**src/rtl/inst_fetch_queue.sv**
```systemverilog
// Sequential instruction fetcher feeding decode through a first-word fall-through FIFO.
// Requests are credit-limited, so every response that is kept always finds a free slot.
module inst_fetch_queue #(
    parameter int PC_W   = 5,
    parameter int INST_W = 32,
    parameter int DEPTH  = 4,
    parameter int CNT_W  = 3
) (
    input  logic              clk,
    input  logic              rst,
    input  logic              redirect,
    input  logic [PC_W-1:0]   redirect_pc,
    output logic              mem_req,
    output logic [PC_W-1:0]   mem_addr,
    input  logic              mem_gnt,
    input  logic              mem_rvalid,
    input  logic [INST_W-1:0] mem_rdata,
    output logic              out_valid,
    input  logic              out_ready,
    output logic [PC_W-1:0]   out_pc,
    output logic [INST_W-1:0] out_inst,
    output logic [CNT_W-1:0]  occupancy
);

    localparam int PTR_W = $clog2(DEPTH);
    localparam int SUM_W = CNT_W + 2;

    logic [PC_W-1:0]   r_fetch_pc;
    logic [PC_W-1:0]   r_resp_pc;
    logic [CNT_W-1:0]  r_count;
    logic [CNT_W-1:0]  r_outstanding;
    logic [CNT_W-1:0]  r_drop_cnt;
    logic [PTR_W-1:0]  r_wr_ptr;
    logic [PTR_W-1:0]  r_rd_ptr;
    logic [PC_W-1:0]   r_pc_mem   [DEPTH];
    logic [INST_W-1:0] r_inst_mem [DEPTH];
    logic [PC_W-1:0]   r_hold_pc;
    logic [INST_W-1:0] r_hold_inst;

    logic [SUM_W-1:0]  w_credit_sum;
    logic              w_issue;
    logic              w_resp_drop;
    logic              w_resp_keep;
    logic              w_resp_any;
    logic              w_pop;

    // Handshakes: a transfer happens in any cycle where both sides are high
    // (mem_req & mem_gnt issues a fetch, out_valid & out_ready pops the head);
    // neither side waits on the other combinationally.
    assign w_credit_sum = SUM_W'(r_count) + SUM_W'(r_outstanding) + SUM_W'(r_drop_cnt);
    assign mem_req      = !rst && !redirect && (w_credit_sum < SUM_W'(DEPTH));
    assign mem_addr     = r_fetch_pc;
    assign w_issue      = mem_req && mem_gnt;

    // Responses to flushed fetches come back first because memory answers in order.
    assign w_resp_drop  = mem_rvalid && (r_drop_cnt != '0);
    assign w_resp_keep  = mem_rvalid && (r_drop_cnt == '0) && (r_outstanding != '0);
    assign w_resp_any   = w_resp_drop || w_resp_keep;

    assign out_valid    = (r_count != '0);
    assign w_pop        = out_valid && out_ready;
    assign occupancy    = r_count;

    // When empty, show the last head so decode sees stable values.
    assign out_pc       = out_valid ? r_pc_mem[r_rd_ptr]   : r_hold_pc;
    assign out_inst     = out_valid ? r_inst_mem[r_rd_ptr] : r_hold_inst;

    always_ff @(posedge clk) begin
        if (rst) begin
            r_fetch_pc    <= '0;
            r_resp_pc     <= '0;
            r_count       <= '0;
            r_outstanding <= '0;
            r_drop_cnt    <= '0;
            r_wr_ptr      <= '0;
            r_rd_ptr      <= '0;
            r_hold_pc     <= '0;
            r_hold_inst   <= '0;
        end else begin
            if (out_valid) begin
                r_hold_pc   <= r_pc_mem[r_rd_ptr];
                r_hold_inst <= r_inst_mem[r_rd_ptr];
            end
            if (redirect) begin
                r_fetch_pc    <= redirect_pc;
                r_resp_pc     <= redirect_pc;
                r_count       <= '0;
                r_wr_ptr      <= '0;
                r_rd_ptr      <= '0;
                r_outstanding <= '0;
                r_drop_cnt    <= r_drop_cnt + r_outstanding - CNT_W'(w_resp_any);
            end else begin
                if (w_issue) begin
                    r_fetch_pc <= r_fetch_pc + PC_W'(1);
                end
                r_outstanding <= r_outstanding + CNT_W'(w_issue) - CNT_W'(w_resp_keep);
                if (w_resp_drop) begin
                    r_drop_cnt <= r_drop_cnt - CNT_W'(1);
                end
                if (w_resp_keep) begin
                    r_resp_pc <= r_resp_pc + PC_W'(1);
                    r_wr_ptr  <= r_wr_ptr + PTR_W'(1);
                end
                if (w_pop) begin
                    r_rd_ptr <= r_rd_ptr + PTR_W'(1);
                end
                r_count <= r_count + CNT_W'(w_resp_keep) - CNT_W'(w_pop);
            end
        end
    end

    // Storage needs no reset: the hold registers cover the empty case.
    always_ff @(posedge clk) begin
        if (!rst && !redirect && w_resp_keep) begin
            r_pc_mem[r_wr_ptr]   <= r_resp_pc;
            r_inst_mem[r_wr_ptr] <= mem_rdata;
        end
    end

endmodule

```
**config.mk**
```make
export PLATFORM = sky130hd
export DESIGN_NAME = inst_fetch_queue
export DESIGN_NICKNAME = d
export VERILOG_FILES = /design/src/rtl/inst_fetch_queue.sv
export SDC_FILE = /design/constraint.sdc
export NUM_CORES = 1
export LEC_CHECK = 0
export CORE_MARGIN = 4
export CORE_UTILIZATION = 55
export CTS_CLUSTER_SIZE = 20
export DETAILED_ROUTE_END_ITERATION = 16
export PLACE_DENSITY_LB_ADDON = 0.05
export SLEW_MARGIN = 0
export SYNTH_ARGS = -nofsm -noshare
export SYNTH_HDL_FRONTEND = slang
export SYNTH_SLANG_ARGS = --single-unit
```
**constraint.sdc**
```tcl
create_clock -name clk -period 9.36 [get_ports clk]
set_clock_uncertainty 0.2 [all_clocks]
set_input_delay 0.936 -clock clk [delete_from_list [all_inputs] [get_ports clk]]
set_output_delay 0.936 -clock clk [all_outputs]
set_load 0.01 [all_outputs]
```
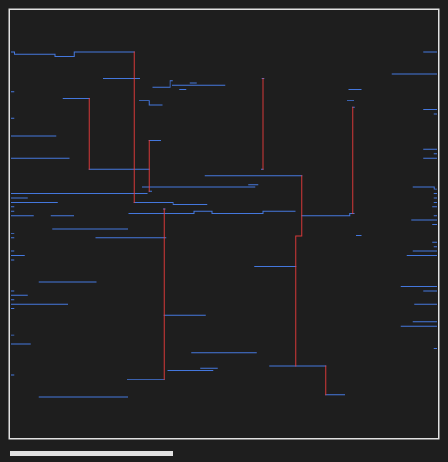
Run 1: wiring by layer
The bar under the picture is 50 µm long. Two of the layers only.
| colour | layer | wire length |
|---|---|---|
| blue | metal 3 | 727 µm |
| red | metal 4 | 266 µm |

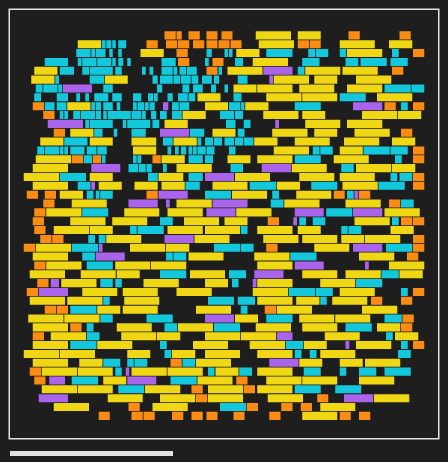
Run 1: cell classes on the final placement
The bar under the picture is 50 µm long.
| colour | class | cells | share of their area |
|---|---|---|---|
| purple | clock drivers and dummy loads | 40 | 7.3% |
| cyan | combinational and other logic | 252 | 26% |
| yellow | flops | 210 | 58% |
| orange | other buffers and delay cells | 91 | 9.1% |

==> flow_metrics.tcl, run 1 <==
# collected from the flow reports
set metrics [dict create \
    outcome "finished, final reports clean" \
    worstSetupPathType "flip-flop to output port" \
    largest_registers "r_inst_mem: 128 flops, r_hold_inst: 32 flops, r_pc_mem: 20 flops" \
    p_sw_share_pct 21.01 \
    clockNetworkPower_uw 849 \
    power_uw 2073 \
    grt_pass1_wl_um 24360 \
    gr-total-overflow 0 \
    grt_pass1_vias 4574 \
    die_area_mm2 0.01731 \
    fmaxAchievable_mhz 223.5 \
    clock.latency.late_pin_ps 490 \
    synthTopCellsByArea "edfxtp_1 53%, dfxtp_1 15%, mux4_2 9.9%, mux2_2 3.5%, nor2b_1 2.9%" \
    synthFlopType "edfxtp_1" \
    share_comb_of_total_power_pct 9.7 \
    timing.hold.worst.class "flip-flop to flip-flop" \
    wl_met3_um 727 \
    reg2reg_setup_slack_ps 5430 \
    portBuffers 89 \
    hold_violations 0 \
    max-slew-margin-rel_pct 25.80 \
    core_area_mm2 0.01475 \
    yosysChipArea_mm2 0.008397 \
    crit_path_max_fanout 11 \
    data_required_time_of_the_critical_path_ps 8220 \
    cts_setup_buffers 0 \
    power_density_mw_per_mm2 205.4 \
    numPlacedInstances 737 \
    cpMaxStageDelayCell "fa_1" \
]
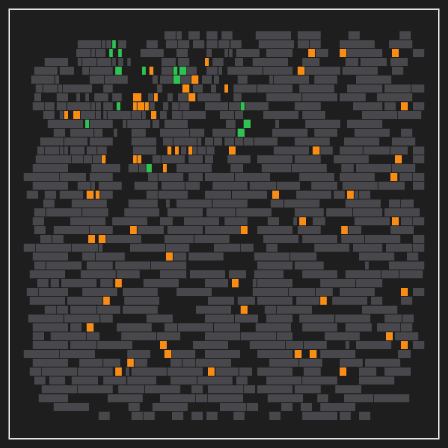
Run 1: gate families picked out
| colour | family | cells | most used |
|---|---|---|---|
| green | NAND gates | 14 | nand2_1 |
| orange | NOR gates | 59 | nor2b_1 |

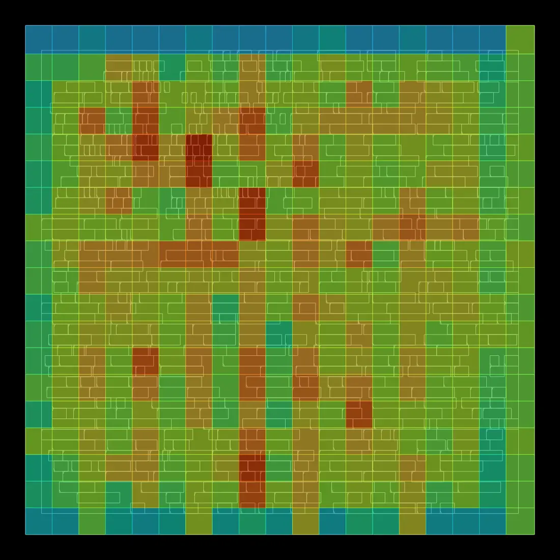
Run 1: routing congestion
global-route usage over all layers: 17.52%
final core utilization: 68.40%
GRT met1 Usage: 23.69%

==> run 1: final cells by class <==
class | instances | area (µm²)
Sequential cell | 210 | 5688
Fill cell | 978 | 4662
Multi-Input combinational cell | 230 | 2474
Timing Repair Buffer | 91 | 900.9
Clock buffer | 30 | 621.8
Tap cell | 184 | 230.2
Clock inverter | 10 | 95.09
Inverter | 22 | 82.58
==> run 1: worst reg2reg max path, stage by stage, from the launching register on <==
cell and delay (ps):
dfxtp_1 430, inv_1 90, fa_1 490, nor2_1 150
fa_1 420, nor3_1 170, o21ai_1 260, nor2_1 220
nand2_1 100, ha_1 280, inv_1 40, ha_1 180
fa_1 380, xnor2_1 190, xnor2_1 130, nor2_1 50
Run 1, sequential cells grouped by signal name:
The bar under the picture is 50 µm long. Other sequential cells in the stronger grey, the rest of the logic in the fainter grey.
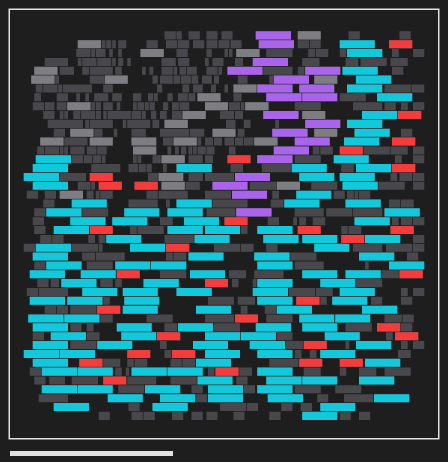

## Run 2: what changed since run 1
--- a/config.mk
+++ b/config.mk
@@ -6,7 +6,7 @@
 export NUM_CORES = 1
 export LEC_CHECK = 0
 export CORE_MARGIN = 4
-export CORE_UTILIZATION = 55
+export CORE_UTILIZATION = 51
 export CTS_CLUSTER_SIZE = 20
 export DETAILED_ROUTE_END_ITERATION = 16
 export PLACE_DENSITY_LB_ADDON = 0.05
==> constraint.sdc (replaced) <==
create_clock -name clk -period 3.8 [get_ports clk]
set_clock_uncertainty 0.2 [all_clocks]
set_input_delay 0.38 -clock clk [delete_from_list [all_inputs] [get_ports clk]]
set_output_delay 0.38 -clock clk [all_outputs]
set_load 0.01 [all_outputs]
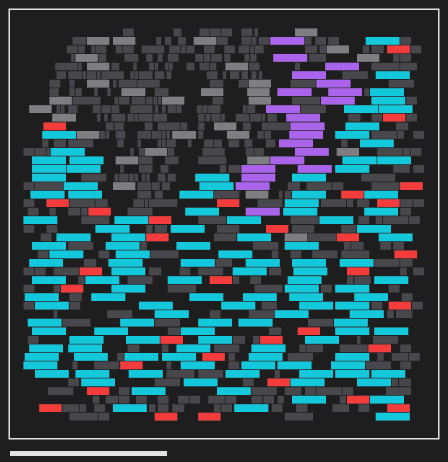
Run 2: sequential cells grouped by signal name
The bar under the picture is 50 µm long. Other sequential cells in the stronger grey, the rest of the logic in the fainter grey.
| colour | signal | sequential cells |
|---|---|---|
| cyan | `r_inst_mem` | 128 |
| purple | `r_pc_mem` | 20 |
| red | `r_hold_inst` | 32 |

==> run 2 against run 1 <==
Compared with the run above:
- clock-buffer cell count shrank 3
- global-route usage down 0.44 points
- routed wire length up 3.7%
- synthesized cell count did not move
- clock power grew 130%
- critical path depth increased by 7
- worst setup slack got worse by 4600 ps
- core utilization is 4.6 points lower
- non-clock buffer count up 12
- critical endpoint is now r_outstanding[2]
- highest routed layer unchanged
==> flow_metrics.tcl, run 2 <==
# collected from the flow reports
set metrics [dict create \
    layout.non_clock_buffers 103 \
    die_area_mm2 0.01858 \
    clock_area_share_pct 6.242 \
    data_required_time_of_the_critical_path_ps 3970 \
    numPlacedInstances 780 \
    n_sequential_cell 210 \
    synthTopCellsByArea "edfxtp_1 53%, dfxtp_1 15%, mux4_2 9.9%, mux2_2 3.5%, nor2b_1 2.9%" \
    cpMaxStageDelayCell "fa_1" \
    largest_registers "r_inst_mem: 128 flops, r_hold_inst: 32 flops, r_pc_mem: 20 flops" \
    outcome "finished, final reports clean" \
    hold_violations 0 \
    well_tap_cell_count 216 \
    core_area_mm2 0.01600 \
    sh_comb_area_pct 24.34 \
    seq-cell-share_pct 55.76 \
    grt_pass1_vias 4573 \
    power_density_mw_per_mm2 484.4 \
    cts_setup_buffers 0 \
    max-slew-margin-rel_pct 56.10 \
    nClkBuffers 27 \
    p_sw_share_pct 21.48 \
    seqCellArea_mm2 0.005689 \
    crit_path_max_fanout 4 \
    synthFlopType "edfxtp_1" \
    worstSetupPathType "flip-flop to flip-flop" \
    inv_count 22 \
    share_comb_of_total_power_pct 10.2 \
    fmaxAchievable_mhz 281.7 \
    layout.area.comb_mm2 0.002484 \
    reg2reg_setup_slack_ps 250 \
    largest_class "registers" \
    area_share_nonclk_buffers_pct 10.20 \
    grt_pass1_wl_um 24490 \
]
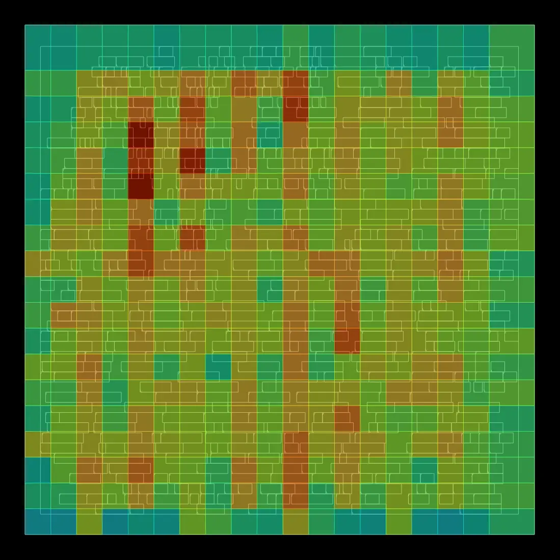
Run 2: routing congestion
Most Crowded Layer GR: met2
global-route usage over all layers: 17.08%
final core utilization: 63.77%
drt wl/cell: 19.03 µm

-- run 2: power by group through the flow --
| stage | clock network, µW | logic [µW] | registers, µW |
|---|---|---|---|
| floorplan | 0 | 310 | 2560 |
| global placement | 0 | 502 | 2570 |
| detailed placement | 0 | 504 | 2570 |
| CTS | 1970 | 508 | 2520 |
| global route | 2070 | 567 | 2520 |
| finish | 1920 | 504 | 2520 |
-- run 2: cells by family (layout without fill, tap and decap cells) --
| family | Yosys count | after routing | synth area share, % |
|---|---|---|---|
| muxes | 77 | 77 | 15.79 |
| DFF | 210 | 210 | 67.71 |
| AOI/OAI and AO/OA | 28 | 28 | 2.250 |
| xor gates and xnor gates | 15 | 15 | 1.565 |
| adders and majority gates | 23 | 23 | 3.964 |
| buffers and inverters | 47 | 161 | 2.906 |
| and+or+nand+nor | 87 | 87 | 5.811 |
## Run 3: what changed since run 2
--- a/config.mk
+++ b/config.mk
@@ -9,8 +9,9 @@
 export CORE_UTILIZATION = 51
 export CTS_CLUSTER_SIZE = 20
 export DETAILED_ROUTE_END_ITERATION = 16
+export GPL_ROUTABILITY_DRIVEN = 0
 export PLACE_DENSITY_LB_ADDON = 0.05
-export SLEW_MARGIN = 0
+export SLEW_MARGIN = 25
 export SYNTH_ARGS = -nofsm -noshare
 export SYNTH_HDL_FRONTEND = slang
 export SYNTH_SLANG_ARGS = --single-unit
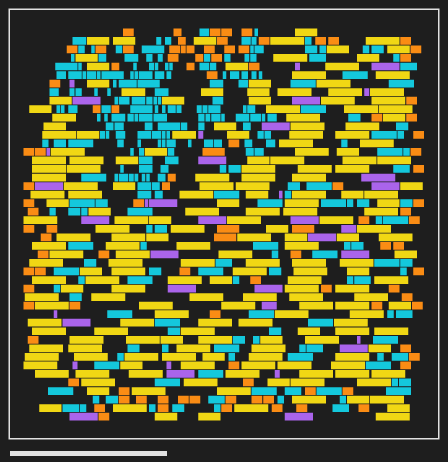
Run 3: cell classes on the final placement
The bar under the picture is 50 µm long.
| colour | class | cells | share of their area |
|---|---|---|---|
| cyan | combinational and other logic | 252 | 26% |
| orange | other buffers and delay cells | 103 | 10% |
| yellow | flops | 210 | 57% |
| purple | clock drivers and dummy loads | 36 | 6.4% |

==> run 3 against run 2 <==
Compared with the run above:
- sequential share of layout area unchanged
- cell area is the same
- largest cell class unchanged
- critical endpoint unchanged
- highest routed layer unchanged
- power stayed put
- core utilization stayed put
- register-to-register slack about the same
- fmax unchanged
- critical path type unchanged
- first-iteration DRC count unchanged
==> flow_metrics.tcl, run 3 <==
# collected from the flow reports
set metrics [dict create \
    finalCoreUtilization_pct 63.77 \
    grt_pass1_wl_um 24490 \
    power_density_mw_per_mm2 484.4 \
    adder_share_pct 3.964 \
    max-slew-margin-rel_pct 56.10 \
    seq-power_uw 2520 \
    die_area_mm2 0.01858 \
    ys_sh_simple_pct 5.811 \
    outcome "finished, final reports clean" \
    mux_area_share_pct 15.79 \
    post_synth_aoi_oai_area_pct 2.250 \
    data_required_time_of_the_critical_path_ps 3970 \
    post_synth_xor_area_fraction_pct 1.565 \
    share_comb_of_total_power_pct 10.2 \
    top_logic_kind "multiplexers" \
    top_power_group "registers" \
    numPlacedInstances 780 \
    reg2regPathDepth 15 \
    clockNetworkPower_uw 1920 \
    cpMaxStageDelayCell "fa_1" \
    core_area_mm2 0.01600 \
    p_sw_share_pct 21.48 \
    hold_violations 0 \
    use_met2_pct 29.66 \
    crit_path_max_fanout 4 \
    grt_pass1_vias 4573 \
    route.detailed.wl_per_inst_um 19.03 \
    grt.busiest_layer "met2" \
    worstSetupPathType "flip-flop to flip-flop" \
    synthFlopType "edfxtp_1" \
    synthTopCellsByArea "edfxtp_1 53%, dfxtp_1 15%, mux4_2 9.9%, mux2_2 3.5%, nor2b_1 2.9%" \
    pin_count 90 \
]
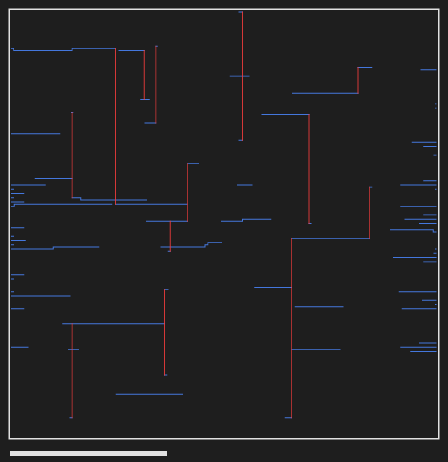
Run 3: wiring by layer
The bar under the picture is 50 µm long. Two of the layers only.
| colour | layer | wire length |
|---|---|---|
| red | metal 4 | 359 µm |
| blue | metal 3 | 633 µm |

[run 3: path summary, 6_finish.rpt]
| path | start | endpoint | slack (ps) |
|---|---|---|---|
| max | r_outstanding[2] | r_outstanding[2] | 250 |
| min | rst | r_hold_inst[7] | 130 |
| max reg2reg | r_outstanding[2] | r_outstanding[2] | 250 |
| min reg2reg | r_rd_ptr[1] | flip-flop | 330 |
[run 3: final cells by class]
class,count,area [µm²],share of cell area (%)
clock buffers,27,568.0,5.567
clock inverters,9,68.82,0.6744
inverters,22,82.58,0.8093
multi-input cells,230,2484,24.34
flip-flops and latches,210,5689,55.76
well taps,216,270.3,2.649
repair buffers,103,1041,10.20
[run 3: timing repair]
item                                    CTS  global route
gates resized                             0             2
endpoints found under the setup margin    0             1
buffers inserted                          0             1
Power is estimated from default activity; no workload was simulated.
